Fig. 1: run 1, sequential cells grouped by signal name
Scale: 8 px per um.
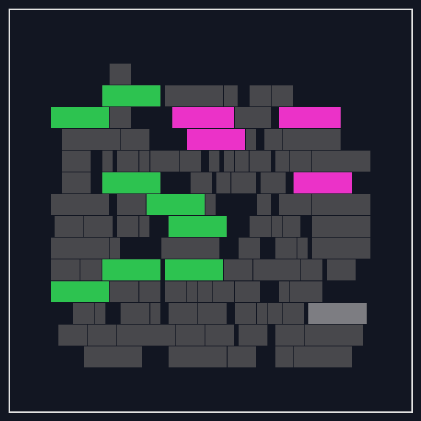
Fig. 2: run 1, cell sizes after repair
Scale: 8 px per um.
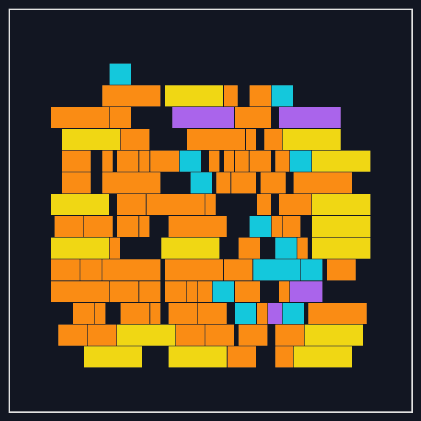
Fig. 3: run 1, cell outlines without signal wires
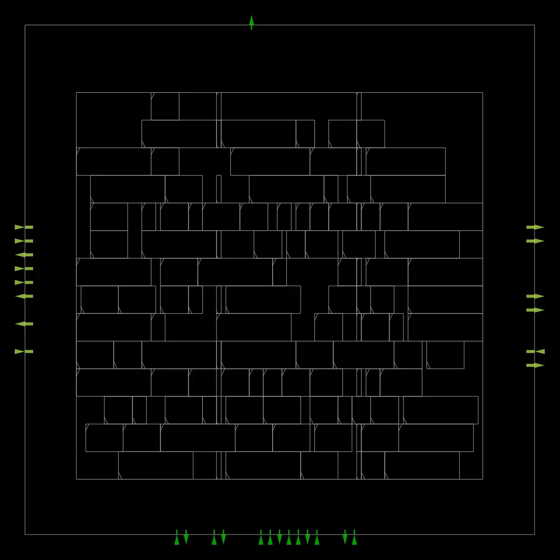
**config.mk**
```make
export PLATFORM = sky130hd
export DESIGN_NAME = shift_register_unit
export DESIGN_NICKNAME = d
export VERILOG_FILES = /design/src/rtl/shift_register_unit.sv
export SDC_FILE = /design/constraint.sdc
export NUM_CORES = 1
export LEC_CHECK = 0
export CORE_MARGIN = 5
export CORE_UTILIZATION = 39
export DETAILED_ROUTE_END_ITERATION = 10
export PLACE_DENSITY = 0.82
export SLEW_MARGIN = 30
export SYNTH_ARGS = -nofsm -noshare
export SYNTH_HDL_FRONTEND = slang
export SYNTH_SLANG_ARGS = --single-unit
```
**constraint.sdc**
```tcl
create_clock -name clk -period 1.4 [get_ports clk]
set_input_delay 0.21 -clock clk [delete_from_list [all_inputs] [get_ports clk]]
set_output_delay 0.21 -clock clk [all_outputs]
set_load 0.05 [all_outputs]
```
**src/rtl/shift_register_unit.sv**
```systemverilog
// Universal WIDTH-bit shift register for the serial adder datapath: parallel
// load, LSB-first shift/rotate right, wrapping shift counter and sticky done.
module shift_register_unit #(
    parameter int               WIDTH       = 8,
    parameter logic [WIDTH-1:0] RESET_VALUE = '0,
    localparam int              CW          = $clog2(WIDTH) + 1
) (
    input  logic             clk,
    input  logic             reset,
    input  logic             enable,
    input  logic [1:0]       mode,
    input  logic [WIDTH-1:0] d,
    input  logic             serial_in,
    output logic [WIDTH-1:0] q,
    output logic             serial_out,
    output logic [CW-1:0]    count,
    output logic             done
);

    localparam logic [1:0] MODE_HOLD     = 2'b00;
    localparam logic [1:0] MODE_LOAD     = 2'b01;
    localparam logic [1:0] MODE_SHIFT_R  = 2'b10;
    localparam logic [1:0] MODE_ROTATE_R = 2'b11;

    localparam logic [CW-1:0] LAST_COUNT = CW'(WIDTH - 1);

    generate
        if (WIDTH < 2 || WIDTH > 32) begin : g_bad_width
            $error("shift_register_unit: WIDTH must be in 2..32");
        end
    endgenerate

    // Bit entering the MSB: external serial data when shifting, own LSB when rotating.
    logic fill_bit;
    assign fill_bit = (mode == MODE_SHIFT_R) ? serial_in : q[0];

    // NOTE: all state below uses non-blocking assignments so every register
    // samples the pre-edge values of its neighbours, as real flops do.
    always_ff @(posedge clk) begin
        if (reset) begin
            q     <= RESET_VALUE;
            count <= '0;
            done  <= 1'b0;
        end else if (enable) begin
            case (mode)
                MODE_LOAD: begin
                    q     <= d;
                    count <= '0;
                    done  <= 1'b0;
                end
                MODE_SHIFT_R, MODE_ROTATE_R: begin
                    q <= {fill_bit, q[WIDTH-1:1]};
                    // The WIDTH-th shift wraps the counter and latches done.
                    if (count == LAST_COUNT) begin
                        count <= '0;
                        done  <= 1'b1;
                    end else begin
                        count <= count + CW'(1);
                    end
                end
                MODE_HOLD: ;
                default: ;  // unknown mode behaves as HOLD
            endcase
        end
    end

    assign serial_out = q[0];

    // An unknown mode while enabled is a usage error; the datapath holds.
    mode_known_chk: assert property (@(posedge clk) (!reset && enable) |-> !$isunknown(mode))
        else $warning("shift_register_unit: unknown mode %b while enabled, treated as HOLD", mode);

endmodule
```
==> results.txt, run 1 <==
Die Y: 50.2 um
Syn Inst Count: 67
WL final: 1.64 mm
initial antenna violation count: 0
all-layer global routing usage: 0.145
Net Count, Synth: 82
status: complete, no violations
DRT Pass-1 Iters: 4
leakage: 0.000459 uW
Yosys warning count: 0
Final Power: 967 uW
Starting DRT DRC Count: 8
n_diodes: 0
Worst Tran Pin Value: 0.276 ns
Post-Syn Area per Cell: 9.39 sq um
vias in the first global route: 644
Reg2Reg Depth: 3
Slew HR: 0.816
f_max: 780 MHz
fillers: 103
Worst Clk Skew: 0.00260 ns
most frequent logic cell in the layout: buf_12
Post-DP Area: 1110 sq um
HP Class: reg2reg
CTS tree: done
Clock Power Share: 0.245
Unique masters post-synth: 21
Most common reg cell: dfxtp_1
post-layout period usage: 0.916
first-pass GRT wire length: 2.88 mm
total gr overflow: 0
Worst setup SP type: input port
Top-area cell share: 0.414
clock sink count: 13
CTS Buf Count: 3
nets: 118
Worst-path clk slew: 0.09 ns
post-synth area from yosys stat: 629 sq um
part of the power in registers: 0.430
top cells by area, synth: dfxtp_1 (41%), mux2i_1 (13%), a211oi_1 (8.3%), nor2_1 (5.4%), buf_4 (3.6%)
Power Density: 849 nW/um^2
Synth Seq Share: 0.414
final hold violation count: 0
ys async rst share: 0
Post-CTS Hold Fix Bufs: 0
Gate Area: 334 sq um
EDFF count, synth: 0
pre-CTS worst setup slack: -0.174 ns
Via Count: 632
Worst EP arrival: 1.49 ns
vias per cell: 5.36
DPL Wire Length: 1.34 mm
largest fanout on the critical path: 5
Hold Path Stages: 2
switching power: 305 uW
total die size: 2520 sq um
Slew Limit Fails: 0
critical path capture point type: flop
setup bufs post-CTS: 0
Die X: 50.2 um
H-tree depth: 1
Comb power frac: 0.325
Top cells excl fill/tap: buf_12 (15), clkdlybuf4s50_1 (13), dfxtp_1 (11)
Latency at later pin: 0.28 ns
drt drc: 0
clock buffer depth: 2
post-synthesis cell area: 629 sq um
Pre-Place Util: 0.413
final core occ: 0.747
FF+latch count, synth: 13
sw frac: 0.316
# Cells Yosys: 67
stage-log warning count: 26
Pint: 662 uW
largest net degree at the start of global routing: 15
Synth area leader: dfxtp_1
Final Hold Slack: 0.513 ns
I/O Buffers: 27
maxcap violations: 0
RePlAce Congestion: 0.837
RSZ-0062 raised after global routing: false
Routed Antenna Nets: 0
Peak VDD IR: 0.641 mV
drt wl/cell: 13.9 um
CP required: 1.61 ns
Resize count post-CTS: 0
Min Clock Period, post-route: 1.28 ns
Crit Path Class: in2reg
share of post-route cells with drive strength above 1: 0.304
Notes on Fig. 1 above:
green -> `q`  # sequential cells 8
magenta -> `count`  # sequential cells 4
not colored = 1

Notes on Fig. 2 above:
cyan -> x3 and x4  # cells 12, most used buf_4
purple -> x2  # cells 4, most used dfxtp_2
yellow -> x6 and larger  # cells 15, most used buf_12
orange -> x1 and smaller  # cells 71, most used clkdlybuf4s50_1
Layout area overhead: 80.9%
Design Area, Final: 1140 sq um
nonclk buf count: 36
final setup margin: 0.118 ns

Notes on Fig. 3 above:
Core Area: 1520 sq um
row count: 14
Layout Cells excl Fill: 118
flop share of the area: 0.231

[run 1: state kept, by name, indices dropped and copies added (netlist names)]
signal / flops
q: 8
done: 1
count: 4
[run 1: worst max-delay path, cell delays in order]
cell	delay, ns
clkdlybuf4s50_1	0.61
buf_4	0.17
nand2b_1	0.06
a2111o_1	0.28
a31oi_1	0.16
[run 1: Yosys cell counts (2+ instances only)]
| master | instances |
|---|---|
| nor2_1 | 9 |
| nand3_1 | 3 |
| dfxtp_1 | 13 |
| a21oi_1 | 3 |
| nand2_1 | 5 |
| nand3b_1 | 2 |
| a211oi_1 | 7 |
| a31oi_1 | 2 |
| nand4b_1 | 2 |
| mux2i_1 | 8 |
| buf_4 | 3 |
[run 1: power groups by stage]
stage | clock [uW] | combinational (uW) | sequential [uW]
CTS | 248 | 317 | 416
finish | 236 | 314 | 416
global route | 276 | 332 | 419
floorplan | 0 | 81.2 | 482
detailed placement | 0 | 316 | 424
global placement | 0 | 310 | 424
[run 1: through the flow]
stage / std cells / setup TNS, ns
2_1_floorplan: 67 / 0
3_3_place_gp: 114 / -0.652
3_5_place_dp: 114 / -1.23
4_1_cts: 118 / 0
5_1_grt: 118 / 0
6_report: 118 / 0
[run 1: cell families (layout without fill, tap and decap cells)]
family / count (synthesis) / after routing / share of synthesized area
flip-flops: 13 / 13 / 0.414
AND-OR/OR-AND: 17 / 17 / 0.215
adder cells (fa/ha/maj): 1 / 1 / 0.0199
multiplexers: 8 / 8 / 0.127
AND/OR/NAND/NOR: 22 / 22 / 0.169
buffers and inverters: 6 / 41 / 0.0556
[run 1: path summary, 6_finish.rpt]
check / from / to / slack [ns]
worst max register to register: count[1] / count[3] / 0.15
worst min-delay path: count[0] / count[0] / 0.51
worst min register to register: count[0] / count[0] / 0.51
worst max-delay path: mode[1] / count[3] / 0.12
[run 1: layout make-up]
class,instances,share of cell area
clock inverter,1,0.00440
clock buffer,3,0.0198
sequential,13,0.231
inverter,1,0.00330
timing repair buffer,36,0.431
tap,16,0.0176
multi-input combinational,48,0.293
[run 1: metal layers]
layer | up-vias | global-route usage | wire [um]
li1 | 316 | - | -
met2 | 19 | 0.247 | 845
met1 | 294 | 0.168 | 658
met4 | 0 | 0.0262 | 10
met5 | - | 0 | 0
met3 | 3 | 0.0621 | 121
Fig. 4: run 1, the metal 3 layer
Scale: 6 px per um.
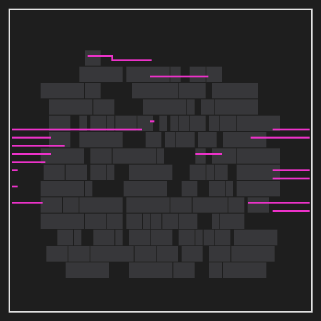

==> run 2: changes to the inputs <==
--- a/config.mk
+++ b/config.mk
@@ -9,6 +9,7 @@
 export CORE_UTILIZATION = 39
 export DETAILED_ROUTE_END_ITERATION = 10
 export PLACE_DENSITY = 0.82
+export SETUP_SLACK_MARGIN = 0.02
 export SLEW_MARGIN = 30
 export SYNTH_ARGS = -nofsm -noshare
 export SYNTH_HDL_FRONTEND = slang
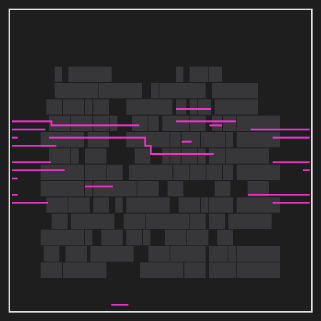
Fig. 5. The metal 3 layer (run 2).
Scale: 6 px per um.
share of all routed wire = 8.9%
main direction = horizontal
longest straight run = 15.9 um
wire length on this layer = 150 um
nets with wire on the layer = 21

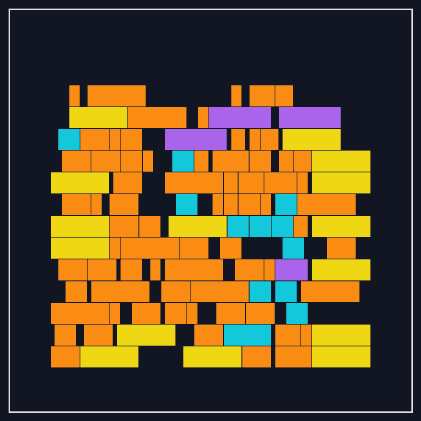
Fig. 6. Cell sizes after repair (run 2).
Scale: 8 px per um.
orange -> x1 and smaller  # cells 71, most used clkdlybuf4s50_1
purple -> x2  # cells 4, most used dfxtp_2
yellow -> x6 and larger  # cells 15, most used buf_12
cyan -> x3 and x4  # cells 12, most used buf_4
final setup margin: 0.147 ns
Layout area overhead: 81.3%
Design Area, Final: 1140 sq um

==> run 2 against run 1 <==
Cell count did not move. Synthesized cell count did not move. First-iteration DRC count rose by 100%. Critical endpoint unchanged.
==> results.txt, run 2 <==
Pre-Place Util: 0.413
leakage: 0.000466 uW
Slew HR: 0.793
part of the power in registers: 0.428
met3 wire len: 149 um
Synth area leader: dfxtp_1
stage-log warning count: 26
Top-area cell share: 0.414
CP Launch Point: count[0]
Resize count post-CTS: 0
Syn Inst Count: 67
share of post-route cells with drive strength above 1: 0.304
Most common reg cell: dfxtp_1
clock buffer depth: 2
final hold violation count: 0
Core Area: 1520 sq um
maxcap violations: 0
max reg flops: 8
Post-Syn Area per Cell: 9.39 sq um
Die Y: 50.2 um
final setup TNS: 0 ns
Met1 Wirelength: 695 um
Post-CTS Hold Fix Bufs: 0
Worst EP arrival: 1.47 ns
Min Clock Period, post-route: 1.25 ns
Synth Seq Share: 0.414
FF-to-FF Start: count[0]
Net Count, Synth: 82
setup bufs post-CTS: 0
hold path start: mode[1]
Sequential Area: 264 sq um
largest fanout on the critical path: 5
FF+latch count, synth: 13
switching power: 306 uW
Via Count: 638
Die X: 50.2 um
Pint: 666 uW
total die size: 2520 sq um
Layout Cells excl Fill: 118
Routed Antenna Nets: 0
I/O Buffers: 27
Worst Clk Skew: 0.00759 ns
CP required: 1.61 ns
f_max: 798 MHz
Gate Area: 334 sq um
most used standard cell by instance count after synthesis: dfxtp_1
DPL Wire Length: 1.33 mm
synth cell count leaders: dfxtp_1 (13), nor2_1 (9), mux2i_1 (8)
Worst setup SP type: flop
CTS tree: done
Top reg by flops: q
post-synth area from yosys stat: 629 sq um
Yosys warning count: 0
largest net degree at the start of global routing: 15
Starting DRT DRC Count: 16
ys async rst share: 0
dpl cells: 114
HP Class: in2reg
Peak VDD IR: 0.777 mV
Setup Viol. Count Final: 0
clock root buffer: clkbuf_4
nets: 118
# Cells Yosys: 67
clock sink count: 13
H-tree depth: 1
RSZ-0062 raised after global routing: false
Top cells excl fill/tap: buf_12 (15), clkdlybuf4s50_1 (12), dfxtp_1 (10)
Post-DP Area: 1110 sq um
critical path capture point type: flop
EDFF count, synth: 0
Critical Path, Cell by Cell: ha_1 > a2111o_1 > a31oi_1
Latency at later pin: 0.28 ns
post-layout period usage: 0.895
total gr overflow: 0
drt wl/cell: 14.3 um
status: complete, no violations
fillers: 96
row count: 14
Crit-path slowest cell: a2111o_1
DR top layer: met4
Worst-path clk slew: 0.09 ns
Final Hold Slack: 0.422 ns
Worst Tran Pin Value: 0.309 ns
RePlAce Congestion: 0.857
vias per cell: 5.41
CTS Buf Count: 3
pre-CTS worst setup slack: -0.219 ns
top cells by area, synth: dfxtp_1 (41%), mux2i_1 (13%), a211oi_1 (8.3%), nor2_1 (5.4%), buf_4 (3.6%)
DRT Pass-1 Iters: 5
n_diodes: 0
first-pass GRT wire length: 2.86 mm
I/O Pins: 28
Unique masters post-synth: 21
initial antenna violation count: 0
most frequent logic cell in the layout: buf_12
slowest stage delay, CP: 0.42 ns
sw frac: 0.315
Crit Path Class: reg2reg
all-layer global routing usage: 0.145
Clock Power Share: 0.248
Regs by FF count: q (8), count (4), done (1)
vias in the first global route: 659
Comb power frac: 0.324
drt drc: 0
Slew Limit Fails: 0
Power Density: 852 nW/um^2
post-synthesis cell area: 629 sq um
WL final: 1.69 mm
WL met2: 822 um
[run 2: cell counts after synthesis]
Identical to the previous run, type by type.
[run 2: logic make-up after synthesis]
logic type / synth area share
AND/OR/NAND/NOR: 0.169
AND-OR/OR-AND: 0.215
adder cells (fa/ha/maj): 0.0199
multiplexers: 0.127
flip-flops: 0.414
buffers and inverters: 0.0556
[run 2: cell type report]
type / instances / share of cell area
clock buffer: 4 / 0.0230
inverter: 1 / 0.00329
sequential: 13 / 0.231
multi-input combinational: 48 / 0.293
tap: 16 / 0.0175
timing repair buffer: 36 / 0.432
[run 2: power groups by stage]
stage	Combinational, uW	Sequential [uW]	Clock [uW]
detailed placement	317	424	0
global placement	310	424	0
CTS	317	416	255
finish	315	416	241
floorplan	81.2	482	0
global route	332	420	272
[run 2: metrics by stage]
stage / util / total power [uW]
2_1_floorplan: - / 564
3_3_place_gp: 0.730 / 734
3_5_place_dp: 0.730 / 741
4_1_cts: 0.747 / 988
5_1_grt: 0.749 / 1020
6_report: 0.749 / 972
[run 2: per-layer routing]
layer,global-route usage,vias to the layer above
met5,0,-
met4,0.0524,0
met3,0.0828,2
met2,0.218,28
met1,0.170,290
li1,-,318
[run 2: final timing paths]
| path | endpoint | slack (ns) | cells past startpoint |
|---|---|---|---|
| worst max-delay path | count[3] | 0.15 | 3 |
| worst max register to register | count[3] | 0.15 | 3 |
| worst min register to register | count[1] | 0.50 | 2 |
| worst min-delay path | done | 0.42 | 2 |
[run 2: worst max-delay path: cells and delay by family, from the launching register on]
family,cells,cell delay [ns]
compound gates,2,0.58
fa+ha+maj,1,0.24
flops,1,0.36
No activity file was given, so power comes from the tool's default toggle rates.
